==> config.mk <==
export PLATFORM = sky130hd
export DESIGN_NAME = control_puertas_multi
export DESIGN_NICKNAME = d
export VERILOG_FILES = /design/src/rtl/control_puertas_multi.sv
export SDC_FILE = /design/constraint.sdc
export NUM_CORES = 1
export LEC_CHECK = 0
export CORE_UTILIZATION = 30
export CTS_BUF_LIST = sky130_fd_sc_hd__clkbuf_16
export DETAILED_ROUTE_END_ITERATION = 6
export GPL_ROUTABILITY_DRIVEN = 0
export PLACE_DENSITY_LB_ADDON = 0.25
export SYNTH_ARGS = -nofsm -noshare
export SYNTH_HDL_FRONTEND = slang
export SYNTH_SLANG_ARGS = --single-unit
export TNS_END_PERCENT = 5
==> constraint.sdc <==
create_clock -name clk -period 5.1 [get_ports clk]
set_clock_uncertainty 0.05 [all_clocks]
set_input_delay 1.53 -clock clk [delete_from_list [all_inputs] [get_ports clk]]
set_output_delay 1.53 -clock clk [all_outputs]
set_load 0.005 [all_outputs]
==> src/rtl/control_puertas_multi.sv <==
// control_puertas_multi: Moore door controller for an N-floor elevator car.
// Build option: define PUERTAS_FORZADO_EN for forced close after repeated reopens.
//
// Ports:
//   clk, reset            rising-edge clock, async active-high reset
//   solicitudes           pending floor requests, one bit per floor
//   piso_actual           floor index the car is at
//   en_movimiento         car is moving
//   boton_abrir/cerrar    cabin open/close buttons (level)
//   sensor                obstruction between the doors
//   fin_apertura/cierre   fully-open / fully-closed limit switches
//   motor_abrir/cerrar    door motor drive (never both high)
//   aviso, atendido       one-hot 1-cycle chime / request-clear pulses
//   trabajando            door busy, car motion must not start
//   falla                 latched fault, cleared only by reset
//   zumbador              forced-close buzzer (optional build only)
//
// The shared timer is loaded with a duration and counts down once per
// cycle; a timed transition fires on the cycle the timer reads zero.
module control_puertas_multi #(
  parameter int NUM_PISOS       = 4,
  parameter int ANCHO_PISO      = 2,
  parameter int TIEMPO_ABIERTA  = 50,
  parameter int TIEMPO_MOTOR    = 20,
  parameter int MAX_REAPERTURAS = 3,
  parameter int ANCHO_CONT      = 8
) (
  input  logic                  clk,
  input  logic                  reset,
  input  logic [NUM_PISOS-1:0]  solicitudes,
  input  logic [ANCHO_PISO-1:0] piso_actual,
  input  logic                  en_movimiento,
  input  logic                  boton_abrir,
  input  logic                  boton_cerrar,
  input  logic                  sensor,
  input  logic                  fin_apertura,
  input  logic                  fin_cierre,
  output logic                  motor_abrir,
  output logic                  motor_cerrar,
  output logic [NUM_PISOS-1:0]  aviso,
  output logic [NUM_PISOS-1:0]  atendido,
  output logic                  trabajando,
  output logic                  falla,
  output logic                  zumbador
);

  localparam logic [2:0] CERRADA  = 3'd0;
  localparam logic [2:0] ABRIENDO = 3'd1;
  localparam logic [2:0] ABIERTA  = 3'd2;
  localparam logic [2:0] CERRANDO = 3'd3;
  localparam logic [2:0] FALLA    = 3'd4;

  localparam logic [ANCHO_CONT-1:0] T_ABIERTA =
    ANCHO_CONT'(TIEMPO_ABIERTA);
  localparam logic [ANCHO_CONT-1:0] T_MOTOR =
    ANCHO_CONT'(TIEMPO_MOTOR);

  localparam int ANCHO_REAP =
    (MAX_REAPERTURAS < 1) ? 1 : $clog2(MAX_REAPERTURAS + 1);
  localparam logic [ANCHO_REAP-1:0] REAP_MAX =
    ANCHO_REAP'(MAX_REAPERTURAS);

  logic [2:0]            estado;
  logic [2:0]            estado_sig;
  logic [ANCHO_CONT-1:0] cont;
  logic [ANCHO_CONT-1:0] cont_sig;
  logic [NUM_PISOS-1:0]  mask_piso;
  logic [NUM_PISOS-1:0]  aviso_sig;
  logic                  piso_valido;
  logic                  sol_aqui;
  logic                  disparo;
  logic                  reabrir;
  logic                  forzado;
  logic                  forzado_sig;
  logic                  reap_inc;

  // Floor decode; out-of-range indices match no bit and never trigger.
  always_comb begin
    mask_piso = '0;
    for (int i = 0; i < NUM_PISOS; i++) begin
      mask_piso[i] = (piso_actual == ANCHO_PISO'(i));
    end
  end

  assign piso_valido = (int'(piso_actual) < NUM_PISOS);
  assign sol_aqui    = |(solicitudes & mask_piso);
  assign disparo     = !en_movimiento && piso_valido &&
                       (sol_aqui || boton_abrir);

`ifdef PUERTAS_FORZADO_EN
  logic [ANCHO_REAP-1:0] reap;
  logic [ANCHO_REAP-1:0] reap_sig;

  assign forzado = (reap >= REAP_MAX);

  // Saturating reopen count, cleared whenever the door is back closed.
  always_comb begin
    reap_sig = reap;
    if (estado_sig == CERRADA) begin
      reap_sig = '0;
    end else if (reap_inc && (reap < REAP_MAX)) begin
      reap_sig = reap + 1'b1;
    end
  end

  assign forzado_sig = (reap_sig >= REAP_MAX);

  always_ff @(posedge clk or posedge reset) begin
    if (reset) begin
      reap <= '0;
    end else begin
      reap <= reap_sig;
    end
  end
`else
  logic unused_reap;

  assign unused_reap = ^{REAP_MAX, reap_inc};
  assign forzado     = 1'b0;
  assign forzado_sig = 1'b0;
`endif

  // A forced close ignores the obstruction sensor, never the button.
  assign reabrir = boton_abrir || (sensor && !forzado);

  always_comb begin
    estado_sig = estado;
    cont_sig   = cont;
    aviso_sig  = '0;
    reap_inc   = 1'b0;
    if ((estado != CERRADA) && en_movimiento) begin
      estado_sig = FALLA;
    end else if (fin_apertura && fin_cierre) begin
      estado_sig = FALLA;
    end else begin
      unique case (estado)
        CERRADA: begin
          if (disparo) begin
            estado_sig = ABRIENDO;
            cont_sig   = T_MOTOR;
            if (sol_aqui) begin
              aviso_sig = mask_piso;
            end
          end
        end
        ABRIENDO: begin
          if (fin_apertura) begin
            estado_sig = ABIERTA;
            cont_sig   = T_ABIERTA;
          end else if (cont == '0) begin
            estado_sig = FALLA;
          end else begin
            cont_sig = cont - 1'b1;
          end
        end
        ABIERTA: begin
          if (sensor || boton_abrir) begin
            cont_sig = T_ABIERTA;
          end else if (boton_cerrar || (cont == '0)) begin
            estado_sig = CERRANDO;
            cont_sig   = T_MOTOR;
          end else begin
            cont_sig = cont - 1'b1;
          end
        end
        CERRANDO: begin
          if (reabrir) begin
            estado_sig = ABRIENDO;
            cont_sig   = T_MOTOR;
            reap_inc   = 1'b1;
          end else if (fin_cierre) begin
            estado_sig = CERRADA;
          end else if (cont == '0) begin
            estado_sig = FALLA;
          end else begin
            cont_sig = cont - 1'b1;
          end
        end
        FALLA: begin
          estado_sig = FALLA;
        end
        default: begin
          estado_sig = FALLA;
        end
      endcase
    end
  end

  always_ff @(posedge clk or posedge reset) begin
    if (reset) begin
      estado <= CERRADA;
      cont   <= '0;
    end else begin
      estado <= estado_sig;
      cont   <= cont_sig;
    end
  end

  // Outputs are decoded from the next state so they line up with it.
  always_ff @(posedge clk or posedge reset) begin
    if (reset) begin
      motor_abrir  <= 1'b0;
      motor_cerrar <= 1'b0;
      aviso        <= '0;
      atendido     <= '0;
      trabajando   <= 1'b0;
      falla        <= 1'b0;
      zumbador     <= 1'b0;
    end else begin
      motor_abrir  <= (estado_sig == ABRIENDO);
      motor_cerrar <= (estado_sig == CERRANDO);
      aviso        <= aviso_sig;
      atendido     <= aviso_sig;
      trabajando   <= (estado_sig != CERRADA);
      falla        <= (estado_sig == FALLA);
      zumbador     <= (estado_sig == CERRANDO) && forzado_sig;
    end
  end

endmodule

### Local utilization

Scale: 6 px per um. 7 x 7 tiles, from white (low) to dark blue (high), 0 to 100% covered.
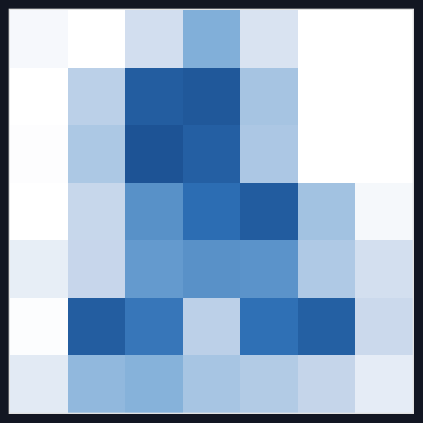
fullest tile: 86%
tiles over 75% full: 16%
emptiest ninth of the die: top right

### The metal 1 layer

Scale: 4 px per um. Supply wires on this layer in gray.
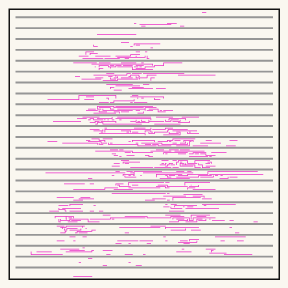
longest straight run: 19.8 um
wire length on this layer: 1,320 um
share of all routed wire: 44%

### Routed clock nets over the placement

Scale: 6 px per um.
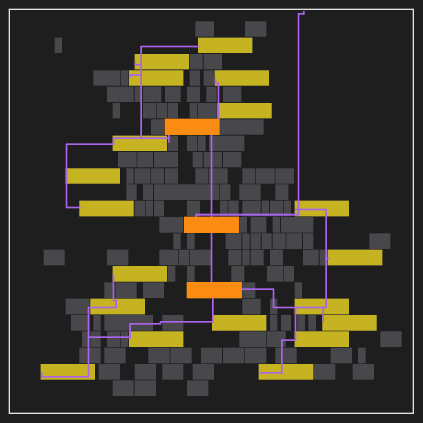
[clock drivers] orange | count: 3
[clock wires] purple | length: 294 um
[flip-flops] yellow | count: 19
routed clock nets: 4

==> results.txt <==
Implementation results.

The number of failing hold endpoints at the final stage is 0. The overall overflow remaining after global route is 0. By instance count after routing, the leading logic cell types are 25 x clkdlybuf4s50_1, 19 x dfrtp_1, 12 x nor2_1. The final layout report lists a clock buffer count of 3. The repair_antennas step left the layout with diodes totalling 0. The number of global-route vias before repair is 1,087. The tally of filler cells in the layout is 391.

The kind of cell adding the most delay to the critical path is buffers and inverters. In this run, the synthesized area fraction spent on AND-OR/OR-AND gates is recorded as 21.9%. The largest registers in the layout are cont (8), atendido (4), estado (3). The leading area contributor after synthesis is dfrtp_1. The critical path goes through clkdlybuf4s50_1 > mux4_2 > or2_4 > o2111ai_4 > nor2_2 > a22o_1. Per the OpenROAD power report, switching power amounts to 0.000117 W.

Clock tree synthesis found a total of 19 sinks. The internal power is 0.000304 W. The predominant post-synthesis flop cell is dfrtp_1. The critical path depth in cells is 6.

The number of antenna-violating nets in the routed design is 0. The number of synthesized flops with an enable pin is 0. The count of tool warnings is 27. In the global route stage, met3 resource usage came out at 3.42%. The count of vias placed by the detailed router is 1,125. The total core area is 4030 sq um. Per report_power, the sequential group accounts for 40.1% of the total.

The total power draw is 0.000421 W. The post-placement cell count is 201. The worst path required time is 5.19 ns. STA shows the worst min-delay path finishing at cont[7]. The register with the most flip-flops in the layout has 8 of them. The area fraction of the dominant cell type after synthesis is 37.4%.

For this run, the detailed router reports a per-instance via density of 5.49. The number of setup buffers added after CTS is 0. The top cell type in the final layout, fill and taps aside, is clkdlybuf4s50_1. The setup check on the worst reg-to-reg path leaves a slack of 2.90 ns. The total sequential power is 0.000169 W.

Per the slew report, the remaining headroom to the max-slew limit stands at 49.6%. Across the run, the number of max-cap violations was 0. Summing the areas of all fa, ha and maj instances in the mapped netlist gives 1.97% of the synthesized area. The worst-case IR drop observed on VDD is 0.0000924 V. The run finished with clean final reports.

The non-clock buffer contribution to total cell area is 15.6%. The horizontal die dimension is 67.1 um. The initial antenna violation count is 0. The portion of the clock cycle consumed by the worst path in the final layout is 66.1%. Of the total standard cell area in the layout, the sequential portion is 29.7%. The XOR/XNOR share of the synthesized area is 1.38%. The report puts the hold buffer count at CTS at 0. The global routing report lists met1 layer usage as 19.6%. The number of unique standard cell types used by synthesis is 49. The final non-filler cell total is 205. The combinational power is 0.0000882 W.
### The clock network

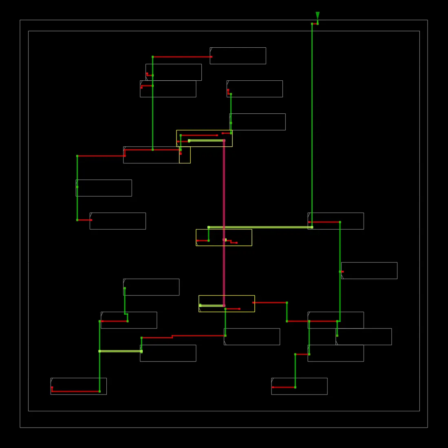
CTS buffer count: 3
clk latency late pin: 0.26 ns

### M3 wires

Scale: 8 px per um. Cells faint in the background.
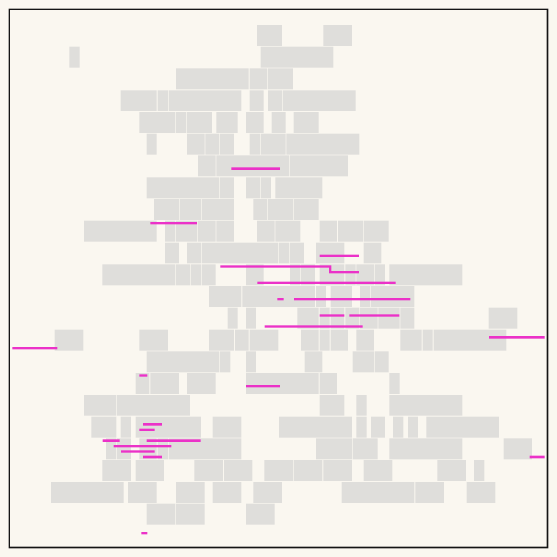
main direction: horizontal
share of all routed wire: 4.3%

Power and IR drop assume default switching activity.
